Fig. 1: routing congestion map
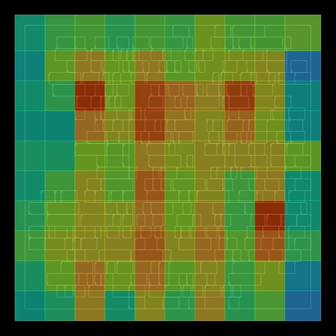
Fig. 2: clock wires, drivers and flops
Drawn at 4 px/um.
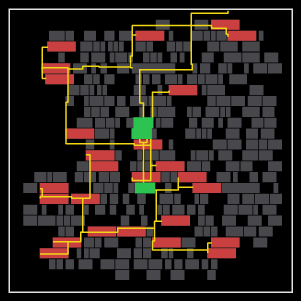
Fig. 3: wiring by layer
Drawn at 6 px/um.
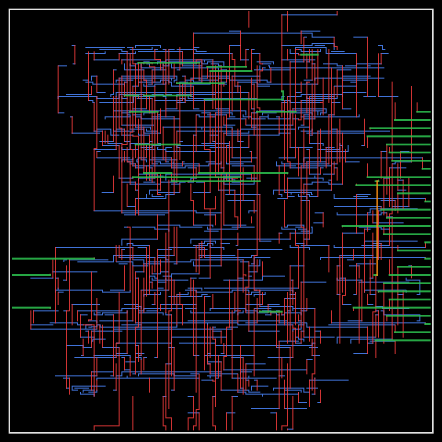
Fig. 4: layout detail
Window x 43 to 63, y 8 to 28 um. Cells in grey, sequential cells in the stronger grey; small squares are vias.
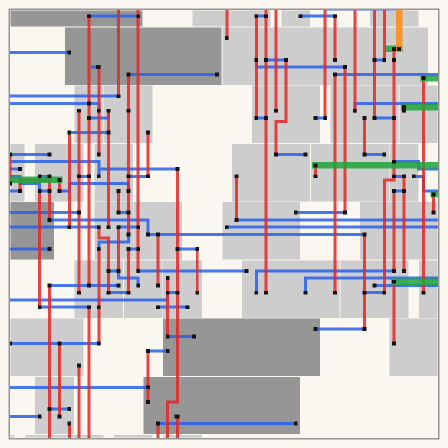
Fig. 5: where the registers sit
Drawn at 6 px/um.
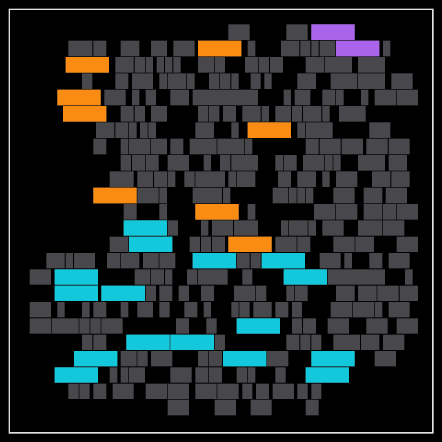
--- config.mk ---
export PLATFORM = sky130hd
export DESIGN_NAME = pipeline_hazard_controller
export DESIGN_NICKNAME = d
export VERILOG_FILES = /design/src/rtl/pipeline_hazard_controller.sv
export SDC_FILE = /design/constraint.sdc
export NUM_CORES = 1
export LEC_CHECK = 0
export CORE_MARGIN = 2
export CORE_UTILIZATION = 44
export DETAILED_ROUTE_END_ITERATION = 8
export GPL_TIMING_DRIVEN = 0
export PLACE_DENSITY = 0.73
export RECOVER_POWER = 25
export REMOVE_ABC_BUFFERS = 1
export SETUP_SLACK_MARGIN = 0.15
export SYNTH_ARGS = -nofsm -noshare
export SYNTH_HDL_FRONTEND = slang
export SYNTH_SLANG_ARGS = --single-unit
--- constraint.sdc ---
create_clock -name clk -period 3.1 [get_ports clk]
set_clock_uncertainty 0.05 [all_clocks]
set_input_delay 0.31 -clock clk [delete_from_list [all_inputs] [get_ports clk]]
set_output_delay 0.31 -clock clk [all_outputs]
set_load 0.01 [all_outputs]
--- src/rtl/pipeline_hazard_controller.sv ---
// Hazard/stall sequencer for the DOF stage of the 5-stage MIPS pipe.
// Handles load-use bubbles, taken-branch squash and memory-wait freeze.
module pipeline_hazard_controller #(
    parameter int REG_ADDR_BITS       = 5,
    parameter int LOAD_STALL_CYCLES   = 2,
    parameter int BRANCH_FLUSH_CYCLES = 2,
    parameter int MEM_TIMEOUT         = 255,
    parameter int PERF_BITS           = 16
) (
    input  logic                     clk,
    input  logic                     rst,
    input  logic [REG_ADDR_BITS-1:0] AA,
    input  logic [REG_ADDR_BITS-1:0] BA,
    input  logic                     MA,
    input  logic                     MB,
    input  logic                     RW_EXE,
    input  logic [REG_ADDR_BITS-1:0] DA_EXE,
    input  logic [1:0]               MD_EXE,
    input  logic                     branch_taken,
    input  logic                     mem_req,
    input  logic                     mem_ready,
    output logic                     pc_hold,
    output logic                     ifid_hold,
    output logic                     flush,
    output logic                     pipe_freeze,
    output logic                     mem_error,
    output logic [1:0]               ctl_state,
    output logic [PERF_BITS-1:0]     stall_count
);

    localparam int CNT_MAX_A = (LOAD_STALL_CYCLES > BRANCH_FLUSH_CYCLES) ?
                               LOAD_STALL_CYCLES : BRANCH_FLUSH_CYCLES;
    localparam int CNT_MAX   = (CNT_MAX_A > MEM_TIMEOUT) ? CNT_MAX_A : MEM_TIMEOUT;
    localparam int CNT_W     = $clog2(CNT_MAX + 1);

    localparam logic [CNT_W-1:0] LSTALL_INIT = CNT_W'(LOAD_STALL_CYCLES - 1);
    localparam logic [CNT_W-1:0] BFLUSH_INIT = CNT_W'(BRANCH_FLUSH_CYCLES - 1);
    localparam logic [CNT_W-1:0] MEM_LIMIT   = CNT_W'(MEM_TIMEOUT);
    localparam logic [CNT_W-1:0] CNT_ONE     = CNT_W'(1);

    typedef enum logic [1:0] {
        RUN    = 2'd0,
        LSTALL = 2'd1,
        BFLUSH = 2'd2,
        MWAIT  = 2'd3
    } state_t;

    state_t               r_state;
    state_t               w_state_nxt;
    logic [CNT_W-1:0]     r_cnt;
    logic [CNT_W-1:0]     w_cnt_nxt;
    logic [PERF_BITS-1:0] r_stall_count;

    logic w_load_use;
    logic w_mem_wait;
    logic w_pc_hold;
    logic w_ifid_hold;
    logic w_flush;
    logic w_freeze;
    logic w_mem_error;

    assign w_mem_wait = mem_req & ~mem_ready;
    assign w_load_use = RW_EXE & (MD_EXE == 2'b01) & (DA_EXE != '0) &
                        (((AA == DA_EXE) & ~MA) | ((BA == DA_EXE) & ~MB));

    // Outputs are Mealy so a hazard takes effect in its detection cycle;
    // only state, counter and the perf count are registered.
    always_comb begin
        w_pc_hold   = 1'b0;
        w_ifid_hold = 1'b0;
        w_flush     = 1'b1;
        w_freeze    = 1'b0;
        w_mem_error = 1'b0;
        w_state_nxt = r_state;
        w_cnt_nxt   = r_cnt;
        case (r_state)
            RUN: begin
                if (w_mem_wait) begin
                    w_pc_hold   = 1'b1;
                    w_ifid_hold = 1'b1;
                    w_freeze    = 1'b1;
                    w_state_nxt = MWAIT;
                    w_cnt_nxt   = CNT_ONE;
                end else if (branch_taken) begin
                    w_flush     = 1'b0;
                    w_state_nxt = (BRANCH_FLUSH_CYCLES > 1) ? BFLUSH : RUN;
                    w_cnt_nxt   = BFLUSH_INIT;
                end else if (w_load_use) begin
                    w_pc_hold   = 1'b1;
                    w_ifid_hold = 1'b1;
                    w_flush     = 1'b0;
                    w_state_nxt = (LOAD_STALL_CYCLES > 1) ? LSTALL : RUN;
                    w_cnt_nxt   = LSTALL_INIT;
                end
            end
            LSTALL: begin
                w_flush = 1'b0;
                if (branch_taken) begin
                    w_state_nxt = (BRANCH_FLUSH_CYCLES > 1) ? BFLUSH : RUN;
                    w_cnt_nxt   = BFLUSH_INIT;
                end else begin
                    w_pc_hold   = 1'b1;
                    w_ifid_hold = 1'b1;
                    w_cnt_nxt   = r_cnt - CNT_ONE;
                    if (r_cnt <= CNT_ONE) w_state_nxt = RUN;
                end
            end
            BFLUSH: begin
                w_flush   = 1'b0;
                w_cnt_nxt = r_cnt - CNT_ONE;
                if (r_cnt <= CNT_ONE) w_state_nxt = RUN;
            end
            MWAIT: begin
                w_pc_hold   = 1'b1;
                w_ifid_hold = 1'b1;
                w_freeze    = 1'b1;
                if (mem_ready) begin
                    w_state_nxt = RUN;
                end else if (r_cnt >= MEM_LIMIT) begin
                    w_mem_error = 1'b1;
                    w_state_nxt = RUN;
                end else begin
                    w_cnt_nxt = r_cnt + CNT_ONE;
                end
            end
            default: w_state_nxt = RUN;
        endcase
    end

    always_ff @(posedge clk) begin
        if (rst) begin
            r_state       <= RUN;
            r_cnt         <= '0;
            r_stall_count <= '0;
        end else begin
            r_state <= w_state_nxt;
            r_cnt   <= w_cnt_nxt;
            if (w_pc_hold && (r_stall_count != '1))
                r_stall_count <= r_stall_count + PERF_BITS'(1);
        end
    end

    assign pc_hold     = w_pc_hold;
    assign ifid_hold   = w_ifid_hold;
    assign flush       = w_flush;
    assign pipe_freeze = w_freeze;
    assign mem_error   = w_mem_error;
    assign ctl_state   = r_state;
    assign stall_count = r_stall_count;

endmodule

==> results.py <==
# Synthesis and PnR figures
metrics = {
    "logic_synthesis": {
        "ys_area_mm2": 0.00194,
        "yosysMostFrequentCell": "dfxtp_1",
        "ys.flop_type": "dfxtp_1",
        "synth_seq_share": 0.269,
        "netlist_area_mm2": 0.00194,
        "ys_ff": 26,
        "synth_cell_type_count": 50,
        "ys_cells": 249,
        "top_area_cell": "dfxtp_1",
        "synthArstFlopShare": 0,
        "netlist.area_leader.share": 0.269,
        "synth-edff-count": 0,
        "yosysWarnings": 0,
        "yosys-top-cells-area": "dfxtp_1, ha_1, xor2_1, nor2_1, a21oi_1",
        "syn_inst": 249,
        "syn_avg_cell_area_um2": 7.78,
        "yosys-top-cells-count": "dfxtp_1, nor2_1, nand2_1, a21oi_1, o21ai_0",
    },
    "worst_hold_path": {
        "hp-start": "stall_count[10]",
        "holdPathStages": 2,
        "holdCritPathClass": "flop to flop",
        "hold_end": "stall_count[10]",
    },
    "global_routing": {
        "grt_pass1_vias": 1870,
        "antenna_found_initial": 0,
        "busiest_layer": "met2",
        "grt_remaining_overflow": 0,
        "grt_pass1_wl_um": 8220,
        "use_met1": 0.268,
        "grt_max_degree": 30,
        "grtUsageMet3": 0.0289,
    },
    "finish": {
        "n_all_buffers": 47,
        "comb_share": 0.527,
        "area_growth_pct": 29.0,
        "combGateArea_mm2": 0.00132,
        "buf_share": 0.189,
        "final_cells": 340,
        "largest_cell_class": "multi-input combinational cells",
        "final_cell_mix": "clkdlybuf4s50_1, dfxtp_1, nor2_1",
        "diodes": 0,
        "seq_area_um2": 520,
        "nNetsFinal": 323,
        "clkCellAreaFrac": 0.0285,
        "drive_gt1_frac": 0.0556,
        "seq_share": 0.208,
        "post-route-cell-area_mm2": 0.00250,
        "n_fill_cell": 397,
        "nMultiInputCombCells": 197,
        "clock_buffers": 3,
        "layout_top_cell_excl_fill_tap": "clkdlybuf4s50_1",
        "ff_count": 26,
        "inverters": 14,
    },
    "placed_design": {
        "port_buffers": 47,
        "place_ws_ns": 0.0982,
        "dp_hpwl_um": 3600,
        "gp_congestion": 0.864,
        "dp_cells": 336,
        "placed_cell_area_mm2": 0.00240,
    },
    "critical_path": {
        "critPathKind": "input port to output pin",
        "crit_arrival_ns": 2.60,
        "cp.depth": 7,
        "endpoint_kind": "output pin",
        "cp_slowest_stage_delay_ns": 0.54,
        "crit_path_start_kind": "input port",
        "reg2reg_slack_ns": 0.58,
        "crit_top_cell": "clkdlybuf4s50_1",
        "crit_required_ns": 2.74,
        "cp-startpoint": "DA_EXE[3]",
        "cp_top_family": "buffers and inverters",
        "cp-endpoint": "pc_hold",
        "path_max_fanout": 4,
        "ff2ff_path_depth": 8,
        "rr_endpoint": "stall_count[13]",
        "r2r-start": "ctl_state[0]",
        "path_cells": "clkdlybuf4s50_1 > xor2_1 > nor4_1 > a22oi_2 > o31a_1 > inv_1 > clkdlybuf4s50_1",
        "crit_path_top_delay_cell": "clkdlybuf4s50_1",
        "cp_num_buf_inv": 3,
    },
    "cts": {
        "path_clk_slew_ns": 0.09,
        "root_buffer": "clkbuf_8",
        "cts_post_setup_buffers_inserted": 0,
        "cts_hold_buf": 0,
        "numCtsBuffers": 3,
        "tritoncts": "yes",
        "cts_resized": 2,
        "clockBufferDepth": 2,
        "cts_sinks": 26,
        "htree_levels": 1,
    },
    "sta": {
        "tightest_slew_ns": 1.04,
        "hold_ws_ns": 0.454,
        "tns_ns": 0,
        "setup_violations": 0,
        "fin_crit_sh": 0.955,
        "fin_ws_ns": 0.138,
        "drv_slew": 0,
        "hold_viol_final": 0,
        "rsz0062_at_grt": "no",
        "max_freq_ghz": 0.338,
        "relSlewSlack": 0.304,
        "finalCriticalPeriod_ns": 2.96,
    },
    "pwr": {
        "p_int_uw": 786,
        "combPwrFrac": 0.451,
        "max-vdd-ir-drop_uv": 247,
        "switching_share": 0.372,
        "p_seq_frac": 0.322,
        "p_per_area_mw_per_mm2": 501,
        "p_comb_uw": 564,
        "power.total_uw": 1250,
        "net-switching-power_uw": 465,
        "maxPowerGroup": "combinational logic",
        "p_leak_uw": 0.000922,
    },
    "floorplan": {
        "floorplan.core_util": 0.451,
        "ioPinCount": 48,
        "die_w_um": 70.3,
        "rows": 24,
        "die-area_mm2": 0.00495,
        "core-area_mm2": 0.00429,
        "die_h_um": 70.3,
        "nWellTaps": 52,
    },
    "detailed_routing": {
        "drc": 0,
        "post_drt_via_cell_ratio": 5.90,
        "ant_nets": 0,
        "dr.pass1.iters": 4,
        "drt_iter0_markers": 161,
    },
    "run": {
        "warnings": 31,
        "maxCapViolCount": 0,
    },
    "status": {
        "outcome": "complete, no violations",
    },
}
Back to the opening pictures, Fig. 1:
GRT Util Overall: 0.196
met2 Track Usage GR: 0.317

Back to the opening pictures, Fig. 2:
- green: cells driving clock nets (count 3)
- red: flip-flops (count 26)
- yellow: clock wires (length 350 um)
- routed clock nets: 4
Clock Power Share: 0.227
worst skew pair latency: 0.27 ns
Clock group: 284 uW

Back to the opening pictures, Fig. 3:
- orange: met4 (wire length 15.6 um)
- green: met3 (wire length 352 um)
- blue: met1 (wire length 2300 um)
- red: met2 (wire length 2310 um)
vias: 2006
DRT Wirelength: 4980 um
WL per Instance: 14.6 um

Back to the opening pictures, Fig. 4:
- orange: met4
- blue: met1
- red: met2
- green: met3
- netlist names of flops here include: stall_count (3)
- cells with their middle in the window: 25
- most frequent: clkdlybuf4s50_1 (5), xor2_1 (3), dfxtp_1 (3)
- sequential cells in the window: 3

Back to the opening pictures, Fig. 5:
- cyan: stall_count (flops 16)
- orange: r_cnt (flops 8)
- purple: ctl_state (flops 2)
sequential power: 403 uW
final core utilization: 0.582

[cells by family (layout without fill, tap and decap cells)]
logic type | Yosys count | in the layout | share of synthesized area
buffers and inverters | 26 | 65 | 0.0620
and+or+nand+nor | 102 | 102 | 0.276
adders and majority gates | 9 | 9 | 0.0581
DFF | 26 | 26 | 0.269
AOI/OAI and AO/OA | 68 | 68 | 0.247
xor gates and xnor gates | 11 | 11 | 0.0497
muxes | 7 | 7 | 0.0381
[flip-flops by register name (all words and copies together), names as in the netlist]
signal	count
ctl_state	2
r_cnt	8
stall_count	16
[metal layers]
metal / part of all wire / wire length, um
met5: 0 / 0
met4: 0.0030 / 15
met3: 0.071 / 351
met2: 0.46 / 2310
met1: 0.46 / 2300
Power figures rest on the tool's default switching activity, not on a simulated workload.
